$ cat config.mk
export PLATFORM = sky130hd
export DESIGN_NAME = kuuga_bram_port_arbiter_flat
export DESIGN_NICKNAME = d
export VERILOG_FILES = /design/src/rtl/kuuga_bram_port_arbiter_if.sv /design/src/rtl/kuuga_bram_port_arbiter.sv /design/src/flat_wrapper.sv
export SDC_FILE = /design/constraint.sdc
export NUM_CORES = 1
export LEC_CHECK = 0
export CORE_AREA = 2 2 99 101
export CTS_BUF_LIST = sky130_fd_sc_hd__clkbuf_2
export DETAILED_ROUTE_END_ITERATION = 7
export DIE_AREA = 0 0 101 103
export PLACE_DENSITY_LB_ADDON = 0.2
export SYNTH_ARGS = -nofsm -noshare
export SYNTH_HDL_FRONTEND = slang
export SYNTH_SLANG_ARGS = --single-unit
$ cat constraint.sdc
create_clock -name clk -period 4.76 [get_ports clk]
set_input_delay 0.952 -clock clk [delete_from_list [all_inputs] [get_ports clk]]
set_output_delay 0.952 -clock clk [all_outputs]
set_load 0.01 [all_outputs]
$ cat src/rtl/kuuga_bram_port_arbiter_if.sv
// Core-side request/response signals and the single BRAM port for kuuga_bram_port_arbiter.
// The arbiter uses the slave modport; the core and the BRAM model use the master modport.
interface kuuga_bram_port_arbiter_if #(
  parameter int ADDR_W = 16
);
  logic              inst_req;
  logic [ADDR_W-1:0] inst_addr;
  logic              inst_gnt;
  logic              inst_rvalid;
  logic [31:0]       inst_rdata;

  logic              data_req;
  logic [ADDR_W-1:0] data_addr;
  logic              data_we;
  logic [3:0]        data_be;
  logic [31:0]       data_wdata;
  logic              data_gnt;
  logic              data_rvalid;
  logic [31:0]       data_rdata;

  logic              bram_en;
  logic [3:0]        bram_we;
  logic [ADDR_W-3:0] bram_addr;
  logic [31:0]       bram_wdata;
  logic [31:0]       bram_rdata;

  modport slave (
    input  inst_req, inst_addr, data_req, data_addr, data_we, data_be, data_wdata, bram_rdata,
    output inst_gnt, inst_rvalid, inst_rdata, data_gnt, data_rvalid, data_rdata,
           bram_en, bram_we, bram_addr, bram_wdata
  );

  modport master (
    output inst_req, inst_addr, data_req, data_addr, data_we, data_be, data_wdata, bram_rdata,
    input  inst_gnt, inst_rvalid, inst_rdata, data_gnt, data_rvalid, data_rdata,
           bram_en, bram_we, bram_addr, bram_wdata
  );
endinterface

$ cat src/rtl/kuuga_bram_port_arbiter.sv
// Shares one single-port 32-bit BRAM between instruction-fetch and data requesters.
// Define KUUGA_ARB_ROUND_ROBIN_EN for round-robin conflicts; otherwise data always beats instruction.
module kuuga_bram_port_arbiter #(
  parameter int ADDR_W       = 16,
  parameter int READ_LATENCY = 1,
  parameter int CNT_W        = 32
) (
  input  logic                      clk,
  input  logic                      reset,
  kuuga_bram_port_arbiter_if.slave  bus,
  output logic [CNT_W-1:0]          conflict_cnt
);

  localparam logic OWN_INST = 1'b0;
  localparam logic OWN_DATA = 1'b1;

  if (READ_LATENCY < 1 || READ_LATENCY > 4) begin : g_bad_latency
    $error("kuuga_bram_port_arbiter: READ_LATENCY must be 1..4");
  end

  logic                    conflict;
  logic                    data_pri;
  logic                    inst_gnt;
  logic                    data_gnt;
  logic                    bram_en;
  logic [READ_LATENCY-1:0] vld_q, vld_d;
  logic [READ_LATENCY-1:0] own_q, own_d;
  logic [CNT_W-1:0]        cnt_q, cnt_d;
  logic                    unused_addr_lsbs;

  assign conflict         = bus.inst_req & bus.data_req;
  assign unused_addr_lsbs = ^{bus.inst_addr[1:0], bus.data_addr[1:0]};

`ifdef KUUGA_ARB_ROUND_ROBIN_EN
  logic last_owner_q, last_owner_d;

  // On a conflict the side that was not served last gets the port.
  assign data_pri = (last_owner_q == OWN_INST);

  always_comb begin
    last_owner_d = last_owner_q;
    if (data_gnt)      last_owner_d = OWN_DATA;
    else if (inst_gnt) last_owner_d = OWN_INST;
  end

  always_ff @(posedge clk) begin
    if (reset) last_owner_q <= OWN_INST;
    else       last_owner_q <= last_owner_d;
  end
`else
  assign data_pri = 1'b1;
`endif

  always_comb begin
    data_gnt = ~reset & bus.data_req & (~bus.inst_req | data_pri);
    inst_gnt = ~reset & bus.inst_req & ~(bus.data_req & data_pri);
    bram_en  = inst_gnt | data_gnt;
  end

  always_comb begin
    vld_d[0] = bram_en;
    own_d[0] = data_gnt ? OWN_DATA : OWN_INST;
    for (int i = 1; i < READ_LATENCY; i++) begin
      vld_d[i] = vld_q[i-1];
      own_d[i] = own_q[i-1];
    end
  end

  always_comb begin
    cnt_d = cnt_q;
    if (conflict && (cnt_q != {CNT_W{1'b1}}))
      cnt_d = cnt_q + {{(CNT_W-1){1'b0}}, 1'b1};
  end

  always_ff @(posedge clk) begin
    if (reset) begin
      vld_q <= '0;
      own_q <= '0;
      cnt_q <= '0;
    end else begin
      vld_q <= vld_d;
      own_q <= own_d;
      cnt_q <= cnt_d;
    end
  end

  assign bus.inst_gnt   = inst_gnt;
  assign bus.data_gnt   = data_gnt;
  assign bus.bram_en    = bram_en;
  assign bus.bram_addr  = data_gnt ? bus.data_addr[ADDR_W-1:2] : bus.inst_addr[ADDR_W-1:2];
  assign bus.bram_we    = (data_gnt & bus.data_we) ? bus.data_be : 4'b0000;
  assign bus.bram_wdata = bus.data_wdata;

  // Gated by reset so a response due in the reset cycle itself is also dropped.
  assign bus.inst_rvalid = ~reset & vld_q[READ_LATENCY-1] & (own_q[READ_LATENCY-1] == OWN_INST);
  assign bus.data_rvalid = ~reset & vld_q[READ_LATENCY-1] & (own_q[READ_LATENCY-1] == OWN_DATA);
  assign bus.inst_rdata  = bus.bram_rdata;
  assign bus.data_rdata  = bus.bram_rdata;

  assign conflict_cnt = cnt_q;

endmodule

$ cat src/flat_wrapper.sv
// flat-port wrapper written by rule: the top's interface ports become plain ports
module kuuga_bram_port_arbiter_flat 
#(
  parameter int ADDR_W       = 16,
  parameter int READ_LATENCY = 1,
  parameter int CNT_W        = 32
)
  (clk, reset, conflict_cnt, bus_inst_req, bus_inst_addr, bus_data_req, bus_data_addr, bus_data_we, bus_data_be, bus_data_wdata, bus_bram_rdata, bus_inst_gnt, bus_inst_rvalid, bus_inst_rdata, bus_data_gnt, bus_data_rvalid, bus_data_rdata, bus_bram_en, bus_bram_we, bus_bram_addr, bus_bram_wdata);
  kuuga_bram_port_arbiter_if #(.ADDR_W(ADDR_W)) bus_i ();
  input  logic clk;
  input  logic reset;
  output logic [CNT_W-1:0] conflict_cnt;
  input wire logic [$bits(bus_i.inst_req)-1:0] bus_inst_req;
  input wire logic [$bits(bus_i.inst_addr)-1:0] bus_inst_addr;
  input wire logic [$bits(bus_i.data_req)-1:0] bus_data_req;
  input wire logic [$bits(bus_i.data_addr)-1:0] bus_data_addr;
  input wire logic [$bits(bus_i.data_we)-1:0] bus_data_we;
  input wire logic [$bits(bus_i.data_be)-1:0] bus_data_be;
  input wire logic [$bits(bus_i.data_wdata)-1:0] bus_data_wdata;
  input wire logic [$bits(bus_i.bram_rdata)-1:0] bus_bram_rdata;
  output wire logic [$bits(bus_i.inst_gnt)-1:0] bus_inst_gnt;
  output wire logic [$bits(bus_i.inst_rvalid)-1:0] bus_inst_rvalid;
  output wire logic [$bits(bus_i.inst_rdata)-1:0] bus_inst_rdata;
  output wire logic [$bits(bus_i.data_gnt)-1:0] bus_data_gnt;
  output wire logic [$bits(bus_i.data_rvalid)-1:0] bus_data_rvalid;
  output wire logic [$bits(bus_i.data_rdata)-1:0] bus_data_rdata;
  output wire logic [$bits(bus_i.bram_en)-1:0] bus_bram_en;
  output wire logic [$bits(bus_i.bram_we)-1:0] bus_bram_we;
  output wire logic [$bits(bus_i.bram_addr)-1:0] bus_bram_addr;
  output wire logic [$bits(bus_i.bram_wdata)-1:0] bus_bram_wdata;
  assign bus_i.inst_req = bus_inst_req;
  assign bus_i.inst_addr = bus_inst_addr;
  assign bus_i.data_req = bus_data_req;
  assign bus_i.data_addr = bus_data_addr;
  assign bus_i.data_we = bus_data_we;
  assign bus_i.data_be = bus_data_be;
  assign bus_i.data_wdata = bus_data_wdata;
  assign bus_i.bram_rdata = bus_bram_rdata;
  assign bus_inst_gnt = bus_i.inst_gnt;
  assign bus_inst_rvalid = bus_i.inst_rvalid;
  assign bus_inst_rdata = bus_i.inst_rdata;
  assign bus_data_gnt = bus_i.data_gnt;
  assign bus_data_rvalid = bus_i.data_rvalid;
  assign bus_data_rdata = bus_i.data_rdata;
  assign bus_bram_en = bus_i.bram_en;
  assign bus_bram_we = bus_i.bram_we;
  assign bus_bram_addr = bus_i.bram_addr;
  assign bus_bram_wdata = bus_i.bram_wdata;
  kuuga_bram_port_arbiter #(.ADDR_W(ADDR_W), .READ_LATENCY(READ_LATENCY), .CNT_W(CNT_W)) u_core (.clk(clk), .reset(reset), .bus(bus_i), .conflict_cnt(conflict_cnt));
endmodule
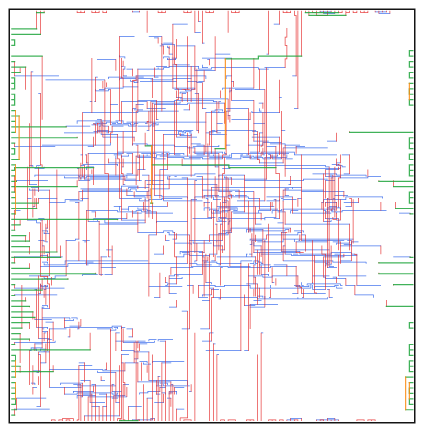
**Above:** wiring by layer.
(4 px per um)
| layer | color | wire length |
|---|---|---|
| met4 | orange | 89.8 um |
| met3 | green | 532 um |
| met1 | blue | 2,870 um |
| met2 | red | 2,960 um |

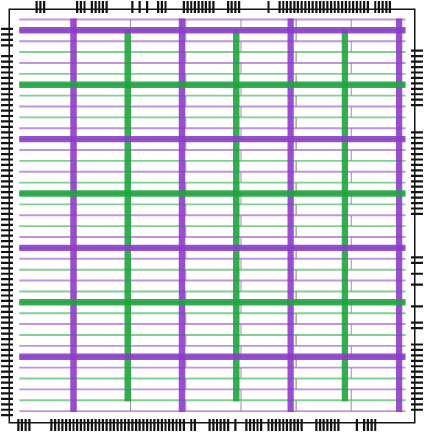
**Above:** PDN straps and rails.
(4 px per um) Pins as bars on the die edge. Tap cells in gray.
| net | color |
|---|---|
| VSS | purple |
| VDD | green |
met5 straps: 7
tap cells: 114
met4 straps: 7
rows: 36

[cell type report]
| cell class | instances | area [um2] | share of cell area [%] |
|---|---|---|---|
| Tap cell | 114 | 143 | 4.66 |
| Sequential cell | 34 | 681 | 22.3 |
| Clock buffer | 6 | 30.0 | 0.982 |
| Clock inverter | 2 | 8.76 | 0.286 |
| Multi-Input combinational cell | 210 | 1250 | 40.8 |
| Inverter | 6 | 22.5 | 0.736 |
| Timing Repair Buffer | 93 | 926 | 30.3 |
[logic make-up after synthesis]
group                    after synthesis  synth area share, %
buffers and inverters                118                 29.7
multiplexers                           7                 2.87
AND/OR/NAND/NOR                      157                 30.6
flip-flops                            34                 24.8
AND-OR/OR-AND                         34                 7.98
adder cells (fa/ha/maj)                1                0.456
XOR/XNOR                              11                 3.51
[worst max-delay path, cell delays in order]
cell and delay [ns]:
clkdlybuf4s50_1 0.59, nand2b_1 0.08, buf_4 0.20, inv_1 0.48, and3_1 0.24, clkdlybuf4s50_1 0.54
[how the worst min path moves through the flow]
stage / endpoint / slack (ns)
final: u_core.conflict_cnt[23] / 0.51
after global routing: u_core.conflict_cnt[11] / 0.56
after CTS: u_core.conflict_cnt[23] / 0.52
after detailed placement: u_core.conflict_cnt[23] / 0.49
after global placement: u_core.conflict_cnt[23] / 0.49
after floorplan: u_core.conflict_cnt[11] / 0.50
[state kept, by name, indices dropped and copies added (netlist names)]
name,flops
u_core.conflict_cnt,32
u_core.own_q,1
u_core.vld_q,1
[power breakdown]
group          switching (mW)  internal, mW  total [mW]  leakage, nW
sequential            0.00176         0.287       0.289        0.275
combinational          0.0369        0.0576      0.0945        0.790
clock                  0.0955        0.0362       0.132       0.0304
total                   0.134         0.381       0.515         1.10
==> results_dict.tcl <==
# flow metrics
set metrics [dict create \
    vdd_ir_drop_max_uv 60.1 \
    worstSetupPathType "in2out" \
    netlist_area_um2 2740 \
    maxCapViolCount 0 \
    setup_violations 0 \
    holdWs_ns 0.512 \
    grt_pass1_vias 2121 \
    min_path_cells 2 \
    cp-start-kind "input pin" \
    warning_count 30 \
    ys_chip_area_um2 2740 \
    r2r.worst_path.cells 5 \
    vias_per_cell 4.78 \
    drive_above_1_share_pct 7.69 \
    regToRegSetupSlack_ns 2.05 \
    ant_nets 0 \
    cts_tree "done" \
    top_usage_layer "met2" \
    worstSetupEndpointType "primary output" \
    use_met3_pct 4.20 \
    first_pass_iters 4 \
    cts_hold_buf 0 \
    min_from "u_core.conflict_cnt[23]" \
    hpwlAfterDp_mm 4.84 \
    finalCritPeriodShare_pct 84.9 \
    grt_antenna_before_repair 0 \
    core_area_um2 9460 \
    status "finished clean" \
    fin_area_um2 3060 \
    ys_cells 362 \
    rsz0062_at_grt "no" \
    fin_skew_ns 0.0238 \
    drt-initial-drc-count 92 \
    place_congestion 0.737 \
    grtUsageMet1_pct 15.5 \
    clock-root-buffer "clkbuf_2" \
    place_inst 457 \
    layout.cells.most_common "clkdlybuf4s50_1" \
    avgSynthCellArea_um2 7.58 \
    synthArstFlopShare_pct 0 \
    io_buffers 91 \
]
Power is estimated from default activity; no workload was simulated.
